metal_density.png
14 x 14 tiles, from white (low) to dark blue (high), scaled to the fullest tile. Values are wire area over tile area, all layers added.
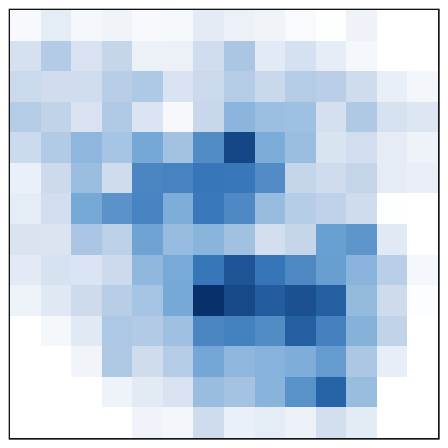
logic_types.png
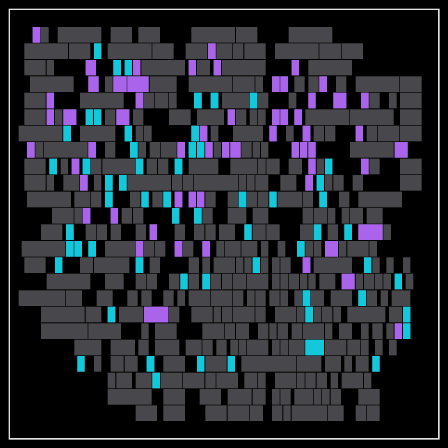
clocks.png
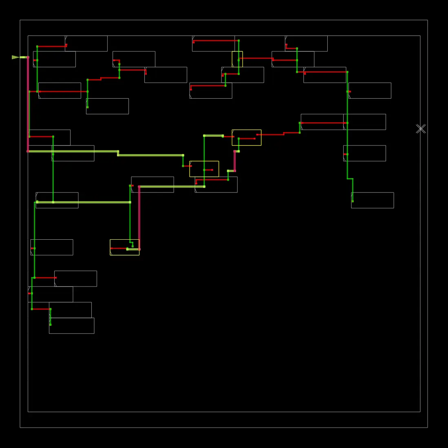
==> config.mk <==
export PLATFORM = sky130hd
export DESIGN_NAME = slot_arbiter_flat
export DESIGN_NICKNAME = d
export VERILOG_FILES = /design/src/rtl/slot_arbiter_if.sv /design/src/rtl/slot_arbiter.sv /design/src/flat_wrapper.sv
export SDC_FILE = /design/constraint.sdc
export NUM_CORES = 1
export LEC_CHECK = 0
export ABC_AREA = 1
export CORE_UTILIZATION = 49
export CTS_CLUSTER_SIZE = 30
export DETAILED_ROUTE_END_ITERATION = 6
export HOLD_SLACK_MARGIN = 0.06
export PLACE_DENSITY = 0.79
export SYNTH_ARGS = -nofsm -noshare
export SYNTH_HDL_FRONTEND = slang
export SYNTH_SLANG_ARGS = --single-unit
export TNS_END_PERCENT = 10
==> constraint.sdc <==
create_clock -name clk -period 3 [get_ports clk]
set_input_delay 0.6 -clock clk [delete_from_list [all_inputs] [get_ports clk]]
set_output_delay 0.6 -clock clk [all_outputs]
set_load 0.005 [all_outputs]
==> metrics.yaml <==
floorplan:
  ios: 35
  die_x_um: 70.7
  fp_util_pct: 52.1
  die_area_um2: 5000
critical_path:
  path_max_fanout: 8
  required_ns: 3.18
  crit_path_end_kind: "flip-flop"
  crit_path_start_kind: "flip-flop"
logic_synthesis:
  yosys-stat-area_um2: 2310
  synth_top_cell_by_area: "dfxtp_1"
  edf_count: 0
  synth-main-ff-cell: "dfxtp_1"
  ys_types: 33
  syn-cell-area_um2: 2310
  ys_cells: 389
clock_network:
  ctsHoldBuffers: 0
  clk_pin_slew_ns: 0.09
grt:
  antenna_found_initial: 0
sta:
  fin_hold_ws_ns: 0.464
  drv_slew: 0
  slew_headroom_pct: 66.2
  setup_viol: 0
  finalHoldViolCount: 0
finish:
  drive_gt1_share_pct: 22.3
  area_growth_pct: 31.7
place:
  port_buffers: 34
job:
  tool_warnings: 26
outcome:
  status: "finished, violations left"
  violations: "design-rule violations"
routing:
  drc: 2
  vias: 2800
  initialDrtViolationCount: 249
worst_hold_path:
  hold_path.class: "reg2reg"
About metal_density.png:
The densest ninth of the die: middle. The mean over all tiles is 0.22. 18% of the tiles are over half the peak. The emptiest ninth of the die: bottom left. 13% of the tiles are nearly empty. The fullest tile reaches 0.78.
GRT Total Usage: 24.7%
DRT Wirelength: 6630 µm

About logic_types.png:
Key: nor cells = purple [cells 59, most used nor2_1]; inv cells = cyan [cells 58, most used inv_1]
Final Non-Filler Cells: 492
most numerous logic cell after layout: nand2_1
logic share of the area: 54.8%

About clocks.png:
clk ins delay skew pair: 0.28 ns
Num Clock Sinks: 27
Flop Count: 27
# clk buffers: 3
Num CTS Buffers: 3

-- where the power goes --
group / total [µW] / internal [µW] / leakage, µW / switching [µW]
clock: 209 / 93.3 / 0.0000255 / 116
combinational: 759 / 299 / 0.00125 / 460
sequential: 396 / 376 / 0.000220 / 19.9
total: 1360 / 768 / 0.00150 / 596
-- area by class of cell --
type                       count  area (µm²)  share of cell area [%]
clock buffer                   3        41.3                    1.35
clock inverter                 1        5.00                   0.164
inverter                      58         223                    7.30
multi-input combinational    297        1670                    54.8
sequential                    27         543                    17.8
tap                           52        65.1                    2.13
timing repair buffer          54         502                    16.5
-- cell usage in the layout (no fill, tap or decap), drive strengths merged --
cell           netlist  routed
buf                  4      20
nand2              111     111
ha                   7       7
nor2                50      50
o21ai               30      30
o211ai               2       2
clkdlybuf4s50        0      34
xnor2                1       1
nand3               59      59
o2111ai              1       1
or2                  3       3
dfxtp               27      27
xor2                 2       2
o31ai                1       1
inv                 58      58
a21oi               20      20
clkinv               0       1
nor3                 4       4
o21a                 1       1
nor4                 5       5
clkbuf               3       3
-- worst max-delay path, cell delays in order, from the launching register on --
cell,delay [ns]
dfxtp_2,0.33
ha_1,0.19
ha_2,0.19
nor2_4,0.12
nand2_4,0.08
nand2_8,0.09
buf_6,0.13
nand2_1,0.08
nand3_1,0.10
nand3_1,0.18
nand2_1,0.17
inv_1,0.06
nand2_1,0.06
nand2_1,0.04
nand2_1,0.06
nand2_1,0.08
nand3_1,0.13
nand2_2,0.07
inv_1,0.06
ha_1,0.14
inv_1,0.05
xor2_1,0.17
o21ai_1,0.15
inv_1,0.06
-- per-layer routing --
| metal | vias up | track usage (%) | routed length, µm |
|---|---|---|---|
| met5 | - | 0 | 0 |
| met4 | 0 | 5.78 | 165 |
| met3 | 30 | 3.85 | 550 |
| met2 | 176 | 41.6 | 3150 |
| met1 | 1233 | 33.4 | 2770 |
| li1 | 1361 | - | - |
-- repair_timing --
action                                  4_1_cts  5_1_grt
pin swaps                                     0        9
gates resized                                 2       42
endpoints found under the setup margin        2       13
buffers inserted                              2        5
-- through the flow --
| step | utilization (%) | cell area (µm²) | total power [µW] |
|---|---|---|---|
| 6_report | 68.6 | 3050 | 1360 |
| 5_1_grt | 68.6 | 3050 | 1460 |
| 4_1_cts | 64.0 | 2840 | 1270 |
| 3_5_place_dp | 62.6 | 2780 | 1050 |
| 3_3_place_gp | 62.6 | 2780 | 1040 |
| 2_1_floorplan | - | 2310 | 860 |
-- cell families (layout without fill, tap and decap cells) --
family	count (synthesis)	count (layout)	synth area share (%)
xor+xnor	3	3	1.46
fa+ha+maj	7	7	3.78
flops	27	27	23.4
simple gates	232	232	46.6
buf+inv	65	116	11.0
compound gates	55	55	13.8
Power figures rest on the tool's default switching activity, not on a simulated workload.
